--- src/rtl/add_seq_pkg.sv ---
// rtl/add_seq_pkg.sv - shared constants, FSM state type and digit-count helper for add_sub_seq
package add_seq_pkg;

    localparam int DIGIT_W = 4;

    typedef enum logic [1:0] {
        IDLE = 2'd0,
        RUN  = 2'd1,
        DONE = 2'd2
    } add_seq_state_t;

    // Number of DIGIT_W-bit digits processed per operation.
    function automatic int ndig(input int width);
        return width / DIGIT_W;
    endfunction

endpackage

--- src/rtl/add_seq_fa.sv ---
// rtl/add_seq_fa.sv - single-bit full adder cell
//   a, b, cin : addends and carry in
//   s, cout   : sum bit and carry out
module fa (
    input  logic a,
    input  logic b,
    input  logic cin,
    output logic s,
    output logic cout
);

    assign s    = a ^ b ^ cin;
    assign cout = (a & b) | (cin & (a ^ b));

endmodule

--- src/rtl/add_sub_slice4.sv ---
// rtl/add_sub_slice4.sv - combinational 4-bit ripple add/subtract slice built from fa cells
//   a[3:0], b[3:0] : digit operands (b is inverted when sub=1)
//   sub            : 1 selects a + ~b (the +1 arrives through cin)
//   cin            : carry/borrow from the previous digit
//   sum[3:0], cout : digit result and carry out of bit 3
//   c3             : carry into bit 3, used for signed overflow on the top digit
module add_sub_slice4
    import add_seq_pkg::*;
(
    input  logic [DIGIT_W-1:0] a,
    input  logic [DIGIT_W-1:0] b,
    input  logic               sub,
    input  logic               cin,
    output logic [DIGIT_W-1:0] sum,
    output logic               cout,
    output logic               c3
);

    logic [DIGIT_W-1:0] b_eff;
    logic [DIGIT_W:0]   c;

    assign b_eff = b ^ {DIGIT_W{sub}};
    assign c[0]  = cin;

    for (genvar i = 0; i < DIGIT_W; i++) begin : g_bit
        fa u_fa (
            .a    (a[i]),
            .b    (b_eff[i]),
            .cin  (c[i]),
            .s    (sum[i]),
            .cout (c[i+1])
        );
    end

    assign cout = c[DIGIT_W];
    assign c3   = c[DIGIT_W-1];

endmodule

--- src/rtl/add_sub_seq.sv ---
// rtl/add_sub_seq.sv - digit-serial multi-precision add/subtract sequencer (one 4-bit slice, WIDTH/4 cycles)
//   clk, rst_n                  : clock, asynchronous active-low reset
//   start_valid/start_ready     : operand handshake carrying A, B, Subtract
//   result_valid/result_ready   : result handshake carrying Sum, Cout (and Overflow)
//   busy                        : high while digits are being processed
//   Overflow                    : signed overflow, present only when ADD_SEQ_OVERFLOW_EN is defined
module add_sub_seq
    import add_seq_pkg::*;
#(
    parameter int WIDTH = 16
) (
    input  logic             clk,
    input  logic             rst_n,
    input  logic             start_valid,
    output logic             start_ready,
    input  logic [WIDTH-1:0] A,
    input  logic [WIDTH-1:0] B,
    input  logic             Subtract,
    output logic             result_valid,
    input  logic             result_ready,
    output logic [WIDTH-1:0] Sum,
    output logic             Cout,
`ifdef ADD_SEQ_OVERFLOW_EN
    output logic             Overflow,
`endif
    output logic             busy
);

    localparam int NDIG  = ndig(WIDTH);
    localparam int IDX_W = (NDIG > 1) ? $clog2(NDIG) : 1;
    localparam logic [IDX_W-1:0] LAST_IDX = IDX_W'(NDIG - 1);

    if ((WIDTH % DIGIT_W) != 0 || WIDTH < DIGIT_W) begin : g_bad_width
        $error("add_sub_seq: WIDTH must be a multiple of 4 and at least 4");
    end

    add_seq_state_t     state_q, state_d;
    logic [IDX_W-1:0]   idx_q, idx_d;
    logic               carry_q, carry_d;
    logic [WIDTH-1:0]   a_q, a_d;
    logic [WIDTH-1:0]   b_q, b_d;
    logic               sub_q, sub_d;
    logic [WIDTH-1:0]   sum_q, sum_d;
    logic               cout_q, cout_d;

    logic [DIGIT_W-1:0] a_dig, b_dig, s_dig;
    logic               s_cout, s_c3;
    logic               accept;

    assign start_ready  = (state_q == IDLE) | ((state_q == DONE) & result_ready);
    assign accept       = start_valid & start_ready;
    assign result_valid = (state_q == DONE);
    assign busy         = (state_q == RUN);
    assign Sum          = sum_q;
    assign Cout         = cout_q;

    // Select the current digit of each latched operand.
    always_comb begin
        a_dig = '0;
        b_dig = '0;
        for (int d = 0; d < NDIG; d++) begin
            if (idx_q == IDX_W'(d)) begin
                a_dig = a_q[d*DIGIT_W +: DIGIT_W];
                b_dig = b_q[d*DIGIT_W +: DIGIT_W];
            end
        end
    end

    add_sub_slice4 u_slice (
        .a    (a_dig),
        .b    (b_dig),
        .sub  (sub_q),
        .cin  (carry_q),
        .sum  (s_dig),
        .cout (s_cout),
        .c3   (s_c3)
    );

`ifdef ADD_SEQ_OVERFLOW_EN
    logic ovf_q, ovf_d;

    always_comb begin
        ovf_d = ovf_q;
        if (state_q == RUN && idx_q == LAST_IDX) begin
            ovf_d = s_c3 ^ s_cout;
        end
    end

    always_ff @(posedge clk or negedge rst_n) begin
        if (!rst_n) begin
            ovf_q <= 1'b0;
        end else begin
            ovf_q <= ovf_d;
        end
    end

    assign Overflow = ovf_q;
`else
    logic unused_c3;
    assign unused_c3 = s_c3;
`endif

    always_comb begin
        state_d = state_q;
        idx_d   = idx_q;
        carry_d = carry_q;
        a_d     = a_q;
        b_d     = b_q;
        sub_d   = sub_q;
        sum_d   = sum_q;
        cout_d  = cout_q;

        case (state_q)
            RUN: begin
                for (int d = 0; d < NDIG; d++) begin
                    if (idx_q == IDX_W'(d)) begin
                        sum_d[d*DIGIT_W +: DIGIT_W] = s_dig;
                    end
                end
                carry_d = s_cout;
                if (idx_q == LAST_IDX) begin
                    cout_d  = s_cout;
                    state_d = DONE;
                end else begin
                    idx_d = idx_q + 1'b1;
                end
            end
            DONE: begin
                if (result_ready) begin
                    state_d = IDLE;
                end
            end
            default: state_d = IDLE;
        endcase

        // Acceptance is only possible from IDLE or a consumed DONE, so it
        // overrides the transitions above and gives back-to-back operation.
        if (accept) begin
            a_d     = A;
            b_d     = B;
            sub_d   = Subtract;
            carry_d = Subtract;
            idx_d   = '0;
            state_d = RUN;
        end
    end

    always_ff @(posedge clk or negedge rst_n) begin
        if (!rst_n) begin
            state_q <= IDLE;
            idx_q   <= '0;
            carry_q <= 1'b0;
            a_q     <= '0;
            b_q     <= '0;
            sub_q   <= 1'b0;
            sum_q   <= '0;
            cout_q  <= 1'b0;
        end else begin
            state_q <= state_d;
            idx_q   <= idx_d;
            carry_q <= carry_d;
            a_q     <= a_d;
            b_q     <= b_d;
            sub_q   <= sub_d;
            sum_q   <= sum_d;
            cout_q  <= cout_d;
        end
    end

endmodule

--- config.mk ---
export PLATFORM = sky130hd
export DESIGN_NAME = add_sub_seq
export DESIGN_NICKNAME = d
export VERILOG_FILES = /design/src/rtl/add_seq_pkg.sv /design/src/rtl/add_seq_fa.sv /design/src/rtl/add_sub_slice4.sv /design/src/rtl/add_sub_seq.sv
export SDC_FILE = /design/constraint.sdc
export NUM_CORES = 1
export LEC_CHECK = 0
export ABC_AREA = 1
export CAP_MARGIN = 25
export CORE_MARGIN = 4
export CORE_UTILIZATION = 40
export CTS_BUF_LIST = sky130_fd_sc_hd__clkbuf_4 sky130_fd_sc_hd__clkbuf_8 sky130_fd_sc_hd__clkbuf_16
export DETAILED_ROUTE_END_ITERATION = 10
export PLACE_DENSITY_LB_ADDON = 0.12
export SETUP_SLACK_MARGIN = 0.4
export SLEW_MARGIN = 40
export SYNTH_ARGS = -nofsm -noshare
export SYNTH_HDL_FRONTEND = slang
export SYNTH_HIERARCHICAL = 1
export SYNTH_SLANG_ARGS = --single-unit
--- constraint.sdc ---
create_clock -name clk -period 3.1 [get_ports clk]
set_input_delay 0.93 -clock clk [delete_from_list [all_inputs] [get_ports clk]]
set_output_delay 0.93 -clock clk [all_outputs]
set_load 0.02 [all_outputs]
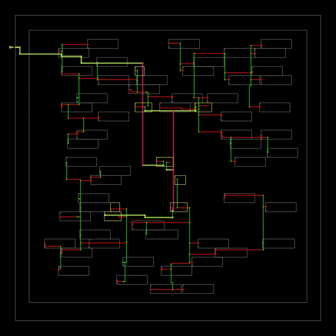
**Above:** clock nets.
clkbuf count: 5
TritonCTS buffer count: 5
Seq cells: 55
Clock Skews: 0.00929 ns
Clk. pwr: 0.416 mW

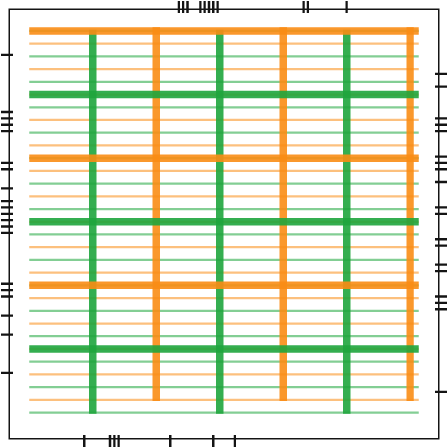
**Above:** power grid.
Pins as bars on the die edge.
green -> VSS
orange -> VDD
met4 straps = 6
met1 rails = 31
signal pins = 57
met5 straps = 6
Die Y: 91.5 µm
core area: 0.00679 mm²
worst vdd rail ir drop: 0.421 mV
Die W: 91.5 µm

==> run summary <==
Outcome = complete, no violations
PwrDens = 1160 mW/mm²
GRT busiest layer = met2
Worst Setup End Kind = register
Comb area share = 0.348
Min-delay src = b_q[13]
Log Warnings = 32
Register area share after synthesis = 0.493
Pwr top = combinational logic
R2R Setup Slk = 0.13 ns
Diode count = 0
Sequential fraction of design power = 0.307
Post-cts gate resize count = 15
Hold Path Class = reg -> reg
CP max-delay cell = fa_2
Largest net degree at the start of global routing = 56
WP buf/inv = 4
Number of non-clock inverters = 25
P_sw = 2.04 mW
Gr usage total = 0.157
Critical path's top delay family = adder cells
Clock root cell = clkbuf_8
Slew @ Worst Pin = 0.417 ns
RSZ-0062 raised after global routing = yes
Crit path capture = Sum[7]
P_leak = 1.85 nW
Gate Area = 0.00129 mm²
Floorplan Nets = 381
Critical path peak fanout = 5
DR WL met2 = 2890 µm
Yosys simple share = 0.323
Yosys cell count = 336
CP max stage delay = 0.53 ns
Buffer share of cell area = 0.193
Internal power = 2.26 mW
P_comb = 2.57 mW
Seq area share = 0.373
Grt met3 use = 0.0315
Clock Power Share = 0.097
Comb_multi_in = 237
Wire length of the first global-routing pass = 10700 µm
Final Hold Slack = 0.479 ns
DRC violation total after the first TritonRoute iteration = 146
IO Count = 57
Final Max Slew Viols = 0
Drc violations = 0
Worst setup margin = 0.134 ns
Global route total overflow = 0
Antenna-violating nets left = 0
Worst path required time = 3.35 ns
Std cell rows = 30
Crit. Startpoint = idx_q[1]
Number of cells on the critical path = 16
Max-slew headroom = 0.722
Tapcell count = 96
FF-to-FF Start = idx_q[1]
Yosys xor share = 0
Avg Vias per Cell = 4.71
DP Area = 0.00350 mm²
Total wire length = 6300 µm
Yosys stat area = 0.00279 mm²
Ratio of cells with drive above 1 in the final layout = 0.167
Clock buffer depth = 2
Achievable Freq = 337 MHz
Most instantiated logic cells after routing = 139 x nand2_1, 53 x clkdlybuf4s50_1, 51 x dfrtp_1, 34 x nand4_1, 19 x buf_4
Largest cell class by area = flip-flops and latches
Crit path kind = reg -> reg
Nets = 445
Number of global-route vias before repair = 2216
Clk slew on worst S/H paths = 0.11 ns
# H-tree levels = 2
Sw Share = 0.474
Reg area = 0.00138 mm²
Synth warn = 6
Post-Syn Area per Cell = 8.30 µm²
Layout Utilization = 0.545
Setup crit start kind = register
Tot Pwr = 4.30 mW
Met3 wire length = 296 µm
Most used logic cell in the final layout = nand2_1
Maxcap violations = 0
Pre-antenna DRT Iters = 4
Hold Path Stages = 2
Post CTS Setup Buffer Count = 4
Final Critical Period = 2.97 ns
Initial antenna violation count = 0
Placed insts = 483
Skew-Pair Late Insertion Delay = 0.32 ns
Top layer in use = met4
Dominant kind of combinational cell = simple AND/OR/NAND/NOR gates
GR Util met2 = 0.247
Clk cell area share = 0.0250
Worst r2r path cells = 16
Final setup viols = 0
Sequential logic power = 1.32 mW
Post-CTS Hold Buffers = 0
Reg-to-reg endpoint = Sum[7]
Adder share = 0.0466
M1 GR Usage = 0.221
Syn Inst Count = 336
Layout area overhead = 32.7%
Mux area share = 0
Final Hold Fails = 0
Period utilisation layout = 0.957
CTS tree = yes
Met1 wire length = 3050 µm
Post-Layout Cell Count = 497
Place WS = -0.0176 ns
Yosys reg bits = 55
Setup TNS = 0 ns
Critical path data arrival time = 3.22 ns
AND-OR/OR-AND share of the synthesized area = 0.0646
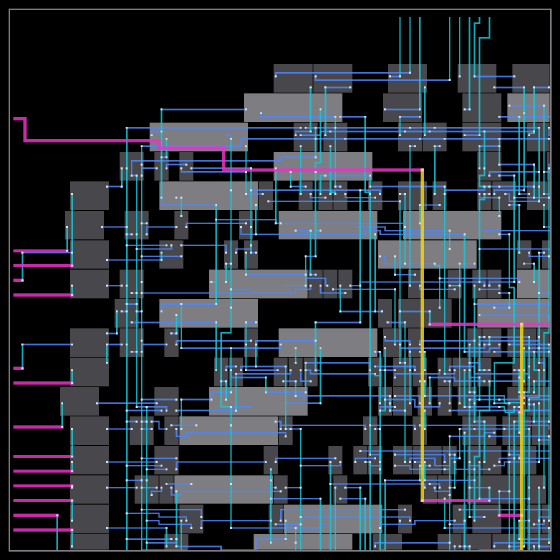
**Above:** layout detail.
Window x 0 to 50, y 42 to 92 µm. Cells in grey, sequential cells in the stronger grey; small squares are vias.
yellow -> M4
cyan -> M2
magenta -> M3
blue -> M1
sequential cells in the window = 16
netlist names of flops here include = a_q (13), b_q (3)
cells with their middle in the window = 143
most frequent = nand2_1 (56), nand4_1 (20), clkdlybuf4s50_1 (20)

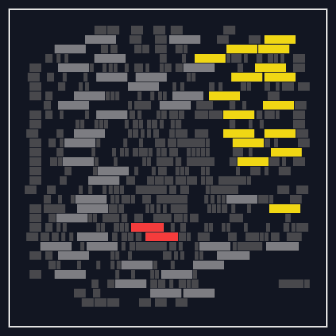
**Above:** sequential cells grouped by signal name.
Other sequential cells in the stronger grey, the rest of the logic in the fainter grey.
yellow -> Sum  # placed flops 16
red -> idx_q  # placed flops 2
not coloured = 37

cell usage after synthesis:
library cell / count / share of area
a21oi_1: 17 / 0.030
buf_1: 3 / 0.0040
buf_2: 10 / 0.018
buf_6: 3 / 0.012
clkbuf_1: 2 / 0.0027
clkbuf_2: 1 / 0.0018
dfrtp_1: 55 / 0.49
fa_1: 4 / 0.029
ha_1: 4 / 0.018
inv_1: 23 / 0.031
inv_2: 2 / 0.0027
nand2_1: 140 / 0.19
nand2_4: 5 / 0.020
nand3_1: 11 / 0.020
nand3_4: 1 / 0.0063
nand4_1: 34 / 0.076
nor2_1: 4 / 0.0054
nor2_8: 1 / 0.0072
o21ai_1: 12 / 0.022
o21ai_2: 4 / 0.013
Power and IR drop assume default switching activity.
